File: src/rtl/lcd_write_if.sv
// Bus between the LSU's LCD output register and the LCD write controller.
// Carries the request word and strobe in one direction, and the LCD pins and status flags in the other.
interface lcd_write_if;
    logic [31:0] i_lcd_word;
    logic        i_lcd_wren;
    logic [7:0]  o_lcd_data;
    logic        o_lcd_rs;
    logic        o_lcd_rw;
    logic        o_lcd_en;
    logic        o_lcd_on;
    logic        o_busy;
    logic        o_done;
    logic        o_overrun;

    modport master (
        output i_lcd_word, i_lcd_wren,
        input  o_lcd_data, o_lcd_rs, o_lcd_rw, o_lcd_en, o_lcd_on,
        input  o_busy, o_done, o_overrun
    );

    modport slave (
        input  i_lcd_word, i_lcd_wren,
        output o_lcd_data, o_lcd_rs, o_lcd_rw, o_lcd_en, o_lcd_on,
        output o_busy, o_done, o_overrun
    );
endinterface

File: src/rtl/lcd_write_ctrl.sv
// HD44780 write controller: turns one LSU command word into a timed SETUP/EN/HOLD/EXEC bus cycle.
// Define LCD_INIT_EN to run the power-on init sequence (0x38, 0x0C, 0x01, 0x06) after reset.
module lcd_write_ctrl #(
    parameter int SETUP_CYC     = 4,
    parameter int EN_CYC        = 12,
    parameter int HOLD_CYC      = 4,
    parameter int EXEC_CYC      = 1850,
    parameter int EXEC_LONG_CYC = 76000,
    parameter int INIT_WAIT_CYC = 750000
) (
    input  logic         i_clk,
    input  logic         i_rst,
    lcd_write_if.slave   bus
);

    function automatic int max2(input int a, input int b);
        return (a > b) ? a : b;
    endfunction

    localparam int MAX_CYC = max2(max2(max2(SETUP_CYC, EN_CYC), max2(HOLD_CYC, EXEC_CYC)),
                                  max2(EXEC_LONG_CYC, INIT_WAIT_CYC));
    localparam int CNT_W   = $clog2(MAX_CYC) + 1;

    typedef logic [CNT_W-1:0] cnt_t;

    localparam cnt_t SETUP_LAST     = cnt_t'(SETUP_CYC - 1);
    localparam cnt_t EN_LAST        = cnt_t'(EN_CYC - 1);
    localparam cnt_t HOLD_LAST      = cnt_t'(HOLD_CYC - 1);
    localparam cnt_t EXEC_LAST      = cnt_t'(EXEC_CYC - 1);
    localparam cnt_t EXEC_LONG_LAST = cnt_t'(EXEC_LONG_CYC - 1);

    typedef enum logic [2:0] {
        ST_IDLE,
        ST_SETUP,
        ST_PULSE,
        ST_HOLD,
        ST_EXEC
`ifdef LCD_INIT_EN
        , ST_INIT_WAIT
`endif
    } state_t;

`ifdef LCD_INIT_EN
    localparam state_t RESET_STATE = ST_INIT_WAIT;
    localparam cnt_t   INIT_LAST   = cnt_t'(INIT_WAIT_CYC - 1);

    function automatic logic [7:0] init_cmd(input logic [1:0] idx);
        case (idx)
            2'd0:    return 8'h38;
            2'd1:    return 8'h0C;
            2'd2:    return 8'h01;
            default: return 8'h06;
        endcase
    endfunction
`else
    localparam state_t RESET_STATE = ST_IDLE;
`endif

    state_t      state_q, state_d;
    cnt_t        cnt_q, cnt_d;
    logic        rs_q, rs_d;
    logic [7:0]  data_q, data_d;
    logic        on_q, on_d;
    logic        en_q, en_d;
    logic        done_q, done_d;
    logic        ovr_q, ovr_d;
    logic        pend_vld_q, pend_vld_d;
    logic        pend_rs_q, pend_rs_d;
    logic [7:0]  pend_data_q, pend_data_d;
    logic        pend_on_q, pend_on_d;
`ifdef LCD_INIT_EN
    logic [1:0]  init_idx_q, init_idx_d;
    logic        cur_init_q, cur_init_d;
`endif

    logic        launch;
    logic        from_pend;
    logic        finish;
    logic        direct;
    logic        l_rs;
    logic [7:0]  l_data;
    logic        l_on;
    logic        is_long_cmd;
    cnt_t        exec_last;

    // Only the on bit, RS and the data byte are meaningful in the command word.
    logic        unused_word_bits;
    assign unused_word_bits = ^{bus.i_lcd_word[30:10], bus.i_lcd_word[8]};

    // Clear display and return home need the long execution time.
    assign is_long_cmd = !rs_q && (data_q == 8'h01 || data_q == 8'h02 || data_q == 8'h03);
    assign exec_last   = is_long_cmd ? EXEC_LONG_LAST : EXEC_LAST;

    always_comb begin
        state_d     = state_q;
        cnt_d       = cnt_q + 1'b1;
        rs_d        = rs_q;
        data_d      = data_q;
        on_d        = on_q;
        done_d      = 1'b0;
        ovr_d       = ovr_q;
        pend_vld_d  = pend_vld_q;
        pend_rs_d   = pend_rs_q;
        pend_data_d = pend_data_q;
        pend_on_d   = pend_on_q;
`ifdef LCD_INIT_EN
        init_idx_d  = init_idx_q;
        cur_init_d  = cur_init_q;
`endif
        launch      = 1'b0;
        from_pend   = 1'b0;
        finish      = 1'b0;
        l_rs        = 1'b0;
        l_data      = 8'h00;
        l_on        = 1'b0;
        direct      = (state_q == ST_IDLE) && !pend_vld_q;

        case (state_q)
            ST_IDLE: begin
                cnt_d = '0;
                if (pend_vld_q) begin
                    launch    = 1'b1;
                    from_pend = 1'b1;
                    l_rs      = pend_rs_q;
                    l_data    = pend_data_q;
                    l_on      = pend_on_q;
                end else if (bus.i_lcd_wren) begin
                    launch = 1'b1;
                    l_rs   = bus.i_lcd_word[9];
                    l_data = bus.i_lcd_word[7:0];
                    l_on   = bus.i_lcd_word[31];
                end
            end
            ST_SETUP: begin
                if (cnt_q == SETUP_LAST) begin
                    state_d = ST_PULSE;
                    cnt_d   = '0;
                end
            end
            ST_PULSE: begin
                if (cnt_q == EN_LAST) begin
                    state_d = ST_HOLD;
                    cnt_d   = '0;
                end
            end
            ST_HOLD: begin
                if (cnt_q == HOLD_LAST) begin
                    state_d = ST_EXEC;
                    cnt_d   = '0;
                end
            end
            ST_EXEC: begin
                if (cnt_q == exec_last) begin
`ifdef LCD_INIT_EN
                    if (cur_init_q && init_idx_q != 2'd3) begin
                        launch     = 1'b1;
                        l_data     = init_cmd(init_idx_q + 2'd1);
                        l_on       = 1'b1;
                        init_idx_d = init_idx_q + 2'd1;
                    end else begin
                        done_d     = !cur_init_q;
                        cur_init_d = 1'b0;
                        finish     = 1'b1;
                    end
`else
                    done_d = 1'b1;
                    finish = 1'b1;
`endif
                end
            end
`ifdef LCD_INIT_EN
            ST_INIT_WAIT: begin
                on_d = 1'b1;
                if (cnt_q == INIT_LAST) begin
                    launch     = 1'b1;
                    l_data     = init_cmd(2'd0);
                    l_on       = 1'b1;
                    init_idx_d = 2'd0;
                    cur_init_d = 1'b1;
                end
            end
`endif
            default: begin
                state_d = ST_IDLE;
                cnt_d   = '0;
            end
        endcase

        // A finished cycle chains straight into the pending request, skipping IDLE.
        if (finish) begin
            if (pend_vld_q) begin
                launch    = 1'b1;
                from_pend = 1'b1;
                l_rs      = pend_rs_q;
                l_data    = pend_data_q;
                l_on      = pend_on_q;
            end else begin
                state_d = ST_IDLE;
                cnt_d   = '0;
            end
        end

        if (launch) begin
            state_d = ST_SETUP;
            cnt_d   = '0;
            rs_d    = l_rs;
            data_d  = l_data;
            on_d    = l_on;
        end

        if (from_pend) begin
            pend_vld_d = 1'b0;
        end

        if (bus.i_lcd_wren && !direct) begin
            if (pend_vld_q && !from_pend) begin
                ovr_d = 1'b1;
            end
            pend_vld_d  = 1'b1;
            pend_rs_d   = bus.i_lcd_word[9];
            pend_data_d = bus.i_lcd_word[7:0];
            pend_on_d   = bus.i_lcd_word[31];
        end

        en_d = (state_d == ST_PULSE);
    end

    always_ff @(posedge i_clk or posedge i_rst) begin
        if (i_rst) begin
            state_q     <= RESET_STATE;
            cnt_q       <= '0;
            rs_q        <= 1'b0;
            data_q      <= 8'h00;
            on_q        <= 1'b0;
            en_q        <= 1'b0;
            done_q      <= 1'b0;
            ovr_q       <= 1'b0;
            pend_vld_q  <= 1'b0;
            pend_rs_q   <= 1'b0;
            pend_data_q <= 8'h00;
            pend_on_q   <= 1'b0;
`ifdef LCD_INIT_EN
            init_idx_q  <= 2'd0;
            cur_init_q  <= 1'b0;
`endif
        end else begin
            state_q     <= state_d;
            cnt_q       <= cnt_d;
            rs_q        <= rs_d;
            data_q      <= data_d;
            on_q        <= on_d;
            en_q        <= en_d;
            done_q      <= done_d;
            ovr_q       <= ovr_d;
            pend_vld_q  <= pend_vld_d;
            pend_rs_q   <= pend_rs_d;
            pend_data_q <= pend_data_d;
            pend_on_q   <= pend_on_d;
`ifdef LCD_INIT_EN
            init_idx_q  <= init_idx_d;
            cur_init_q  <= cur_init_d;
`endif
        end
    end

    assign bus.o_lcd_data = data_q;
    assign bus.o_lcd_rs   = rs_q;
    assign bus.o_lcd_rw   = 1'b0;
    assign bus.o_lcd_en   = en_q;
    assign bus.o_lcd_on   = on_q;
    assign bus.o_busy     = (state_q != ST_IDLE) || pend_vld_q;
    assign bus.o_done     = done_q;
    assign bus.o_overrun  = ovr_q;

endmodule

File: src/flat_wrapper.sv
// flat-port wrapper written by rule: the top's interface ports become plain ports
module lcd_write_ctrl_flat 
#(
    parameter int SETUP_CYC     = 4,
    parameter int EN_CYC        = 12,
    parameter int HOLD_CYC      = 4,
    parameter int EXEC_CYC      = 1850,
    parameter int EXEC_LONG_CYC = 76000,
    parameter int INIT_WAIT_CYC = 750000
)
  (i_clk, i_rst, bus_i_lcd_word, bus_i_lcd_wren, bus_o_lcd_data, bus_o_lcd_rs, bus_o_lcd_rw, bus_o_lcd_en, bus_o_lcd_on, bus_o_busy, bus_o_done, bus_o_overrun);
  lcd_write_if bus_i ();
  input  logic i_clk;
  input  logic i_rst;
  input wire logic [$bits(bus_i.i_lcd_word)-1:0] bus_i_lcd_word;
  input wire logic [$bits(bus_i.i_lcd_wren)-1:0] bus_i_lcd_wren;
  output wire logic [$bits(bus_i.o_lcd_data)-1:0] bus_o_lcd_data;
  output wire logic [$bits(bus_i.o_lcd_rs)-1:0] bus_o_lcd_rs;
  output wire logic [$bits(bus_i.o_lcd_rw)-1:0] bus_o_lcd_rw;
  output wire logic [$bits(bus_i.o_lcd_en)-1:0] bus_o_lcd_en;
  output wire logic [$bits(bus_i.o_lcd_on)-1:0] bus_o_lcd_on;
  output wire logic [$bits(bus_i.o_busy)-1:0] bus_o_busy;
  output wire logic [$bits(bus_i.o_done)-1:0] bus_o_done;
  output wire logic [$bits(bus_i.o_overrun)-1:0] bus_o_overrun;
  assign bus_i.i_lcd_word = bus_i_lcd_word;
  assign bus_i.i_lcd_wren = bus_i_lcd_wren;
  assign bus_o_lcd_data = bus_i.o_lcd_data;
  assign bus_o_lcd_rs = bus_i.o_lcd_rs;
  assign bus_o_lcd_rw = bus_i.o_lcd_rw;
  assign bus_o_lcd_en = bus_i.o_lcd_en;
  assign bus_o_lcd_on = bus_i.o_lcd_on;
  assign bus_o_busy = bus_i.o_busy;
  assign bus_o_done = bus_i.o_done;
  assign bus_o_overrun = bus_i.o_overrun;
  lcd_write_ctrl #(.SETUP_CYC(SETUP_CYC), .EN_CYC(EN_CYC), .HOLD_CYC(HOLD_CYC), .EXEC_CYC(EXEC_CYC), .EXEC_LONG_CYC(EXEC_LONG_CYC), .INIT_WAIT_CYC(INIT_WAIT_CYC)) u_core (.i_clk(i_clk), .i_rst(i_rst), .bus(bus_i));
endmodule
File: config.mk
export PLATFORM = sky130hd
export DESIGN_NAME = lcd_write_ctrl_flat
export DESIGN_NICKNAME = d
export VERILOG_FILES = /design/src/rtl/lcd_write_if.sv /design/src/rtl/lcd_write_ctrl.sv /design/src/flat_wrapper.sv
export SDC_FILE = /design/constraint.sdc
export NUM_CORES = 1
export LEC_CHECK = 0
export ABC_AREA = 1
export CELL_PAD_IN_SITES_DETAIL_PLACEMENT = 1
export CELL_PAD_IN_SITES_GLOBAL_PLACEMENT = 1
export CORE_UTILIZATION = 39
export CTS_BUF_LIST = sky130_fd_sc_hd__clkbuf_8
export CTS_CLUSTER_SIZE = 12
export DETAILED_ROUTE_END_ITERATION = 16
export GPL_ROUTABILITY_DRIVEN = 0
export PLACE_DENSITY_LB_ADDON = 0.1
export SYNTH_ARGS = -nofsm -noshare
export SYNTH_HDL_FRONTEND = slang
export SYNTH_SLANG_ARGS = --single-unit
File: constraint.sdc
create_clock -name i_clk -period 2.15 [get_ports i_clk]
set_clock_uncertainty 0.15 [all_clocks]
set_input_delay 0.43 -clock i_clk [delete_from_list [all_inputs] [get_ports i_clk]]
set_output_delay 0.43 -clock i_clk [all_outputs]
set_load 0.01 [all_outputs]
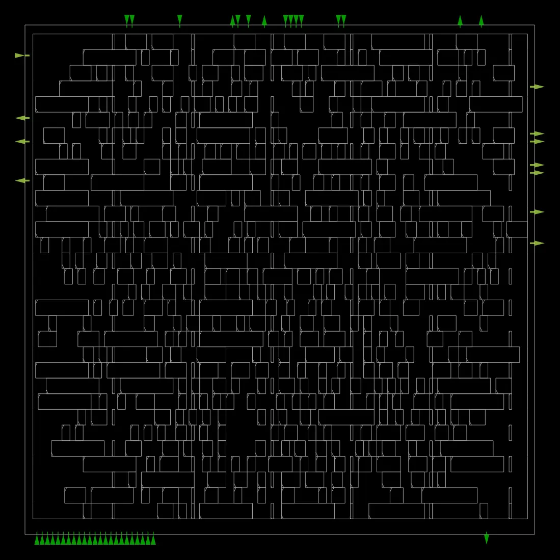
Figure 1: cell placement.
area of the core: 0.00725 mm2
flop share of the area: 32.9%
placement row count: 31
final core utilization: 50.5%

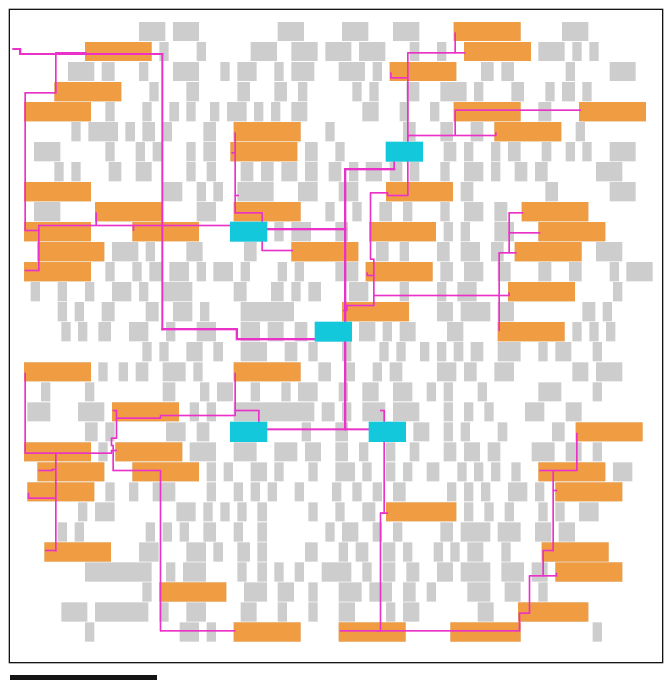
Figure 2: clock wires, drivers and flops.
The bar under the picture is 20 um long.
Key: orange = flip-flops [count 48]; cyan = cells driving clock nets [count 5]; magenta = clock wires [length 624 um]
Position of the flops: widely spread.
Late-Pin Clk Latency: 300 ps
Clock Power: 690 uW
Clock power frac: 40.3%

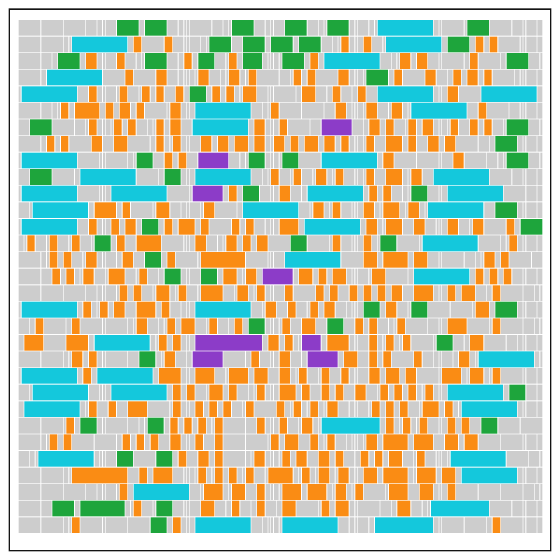
Figure 3: placement by cell class.
Fill, decap, tap and diode cells in grey.
Key: orange = all other logic [cells 349, share of their area 48%]; cyan = flops [cells 48, share of their area 34%]; green = other buffers and delay cells [cells 56, share of their area 14%]; purple = clock drivers and dummy loads [cells 8, share of their area 3.4%]

==> GITHUB_STEP_SUMMARY <==
### Metrics collected by this job

| Metric | Value |
|---|---|
| Clock Path Buffers | `2` |
| Pint | `1340 uW` |
| Combinational gate power | `93.8 uW` |
| Non-clock buffers, area share | `13.6%` |
| Nonclk buf count | `56` |
| RR Endpoint | `u_core.cnt_q[5]$_DFF_PP0_` |
| Tool Warnings | `48` |
| Flop Count | `48` |
| Pwr Density | `468 mW/mm2` |
| # Cells Yosys | `407` |
| P_seq | `930 uW` |
| First-pass GRT wire length | `13.4 mm` |
| I/O pins | `50` |
| Post-synth seq share | `41.1%` |
| Cells on worst reg2reg path | `10` |
| Comb area share | `40.7%` |
| Antenna violations before repair | `0` |
| Psw | `372 uW` |
| XOR-XNOR Cells, Area Fraction | `3.89%` |
| Met3 routed WL | `273 um` |
| Largest logic family | `simple AND/OR/NAND/NOR gates` |
| Max Used Layer | `met4` |
| Synth Area in Adders | `0.428%` |
| CTS tree | `built` |
| Async S/R FF share, synth | `100%` |
| Yosys reg bits | `48` |
| Most frequent cell after synthesis | `nand2_1` |
| Top cells, area | `dfrtp_1 41%, nand2_1 13%, nand3_1 7.5%` |
| DR DRC count | `0` |
| Chip area | `0.00785 mm2` |
| Sw Share | `21.7%` |
| Setup violations, final | `0` |
| Floorplan net count | `443` |
| Most frequent CP cell | `nor2_2` |
| Data arrival, critical path | `2120 ps` |
| Cell variety after synth | `32` |
| CP required | `2190 ps` |
| Synthesized cell area | `0.00293 mm2` |
| Die Y | `88.6 um` |
| DRT antenna net count | `0` |
| Setup Fix Bufs, Post-CTS | `0` |
| Most common logic cell in the routed design | `nand2_1` |
| Worst Hold Class | `in -> async` |
| Met2 Use GR | `35.0%` |
| Fin nets | `496` |
| CTS Sinks | `48` |
| Crit. path cell count | `10` |
| Vias in the first global route | `2,723` |
| Cycle use final | `96.7%` |
| Nature of the critical path endpoint | `register` |
| Status | `complete, no violations` |
| Root buffer cell | `clkbuf_8` |
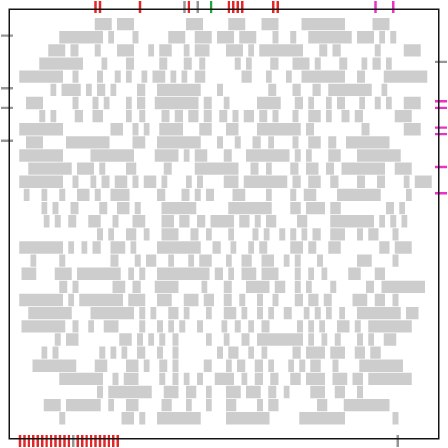
Figure 4: ports around the boundary.
Pins as bars across the die edge, other pins in grey.
Key: green = `bus_o_busy` [pins 1, direction output, edge top]; red = `bus_i_lcd_word` [pins 32, direction input, edge 22 bottom, 10 top]; magenta = `bus_o_lcd_data` [pins 8, direction output, edge 6 right, 2 top]

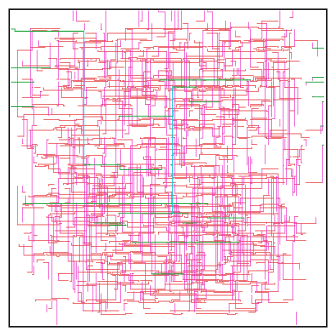
Figure 5: metal layers overlaid.
Key: cyan = met4 [wire length 72.8 um]; green = met3 [wire length 274 um]; red = met1 [wire length 4,180 um]; magenta = met2 [wire length 3,790 um]
WL/cell: 14.8 um
GRT Util Overall: 22.7%
DR vias: 2,786
Total Wirelength: 8.31 mm

-- metrics by stage --
stage	worst slack [ps]	utilization, %	hold WS [ps]	cells	setup TNS (ps)
floorplan	278	-	303	407	0
global placement	127	47.6	300	548	0
detailed placement	100	47.6	304	548	0
CTS	64.8	49.2	336	556	0
global route	-52.4	50.5	350	560	-424
finish	71.0	50.5	324	560	0
-- registers in the layout (all words and copies together), names as in the netlist --
signal,cells
u_core.bus.o_lcd_en,1
u_core.pend_on_q,1
u_core.bus.o_lcd_data,8
u_core.pend_data_q,8
u_core.pend_vld_q,1
u_core.bus.o_lcd_rs,1
u_core.bus.o_overrun,1
u_core.bus.o_lcd_on,1
u_core.state_q,3
u_core.cnt_q,21
u_core.pend_rs_q,1
u_core.bus.o_done,1
Power is estimated from default activity; no workload was simulated.
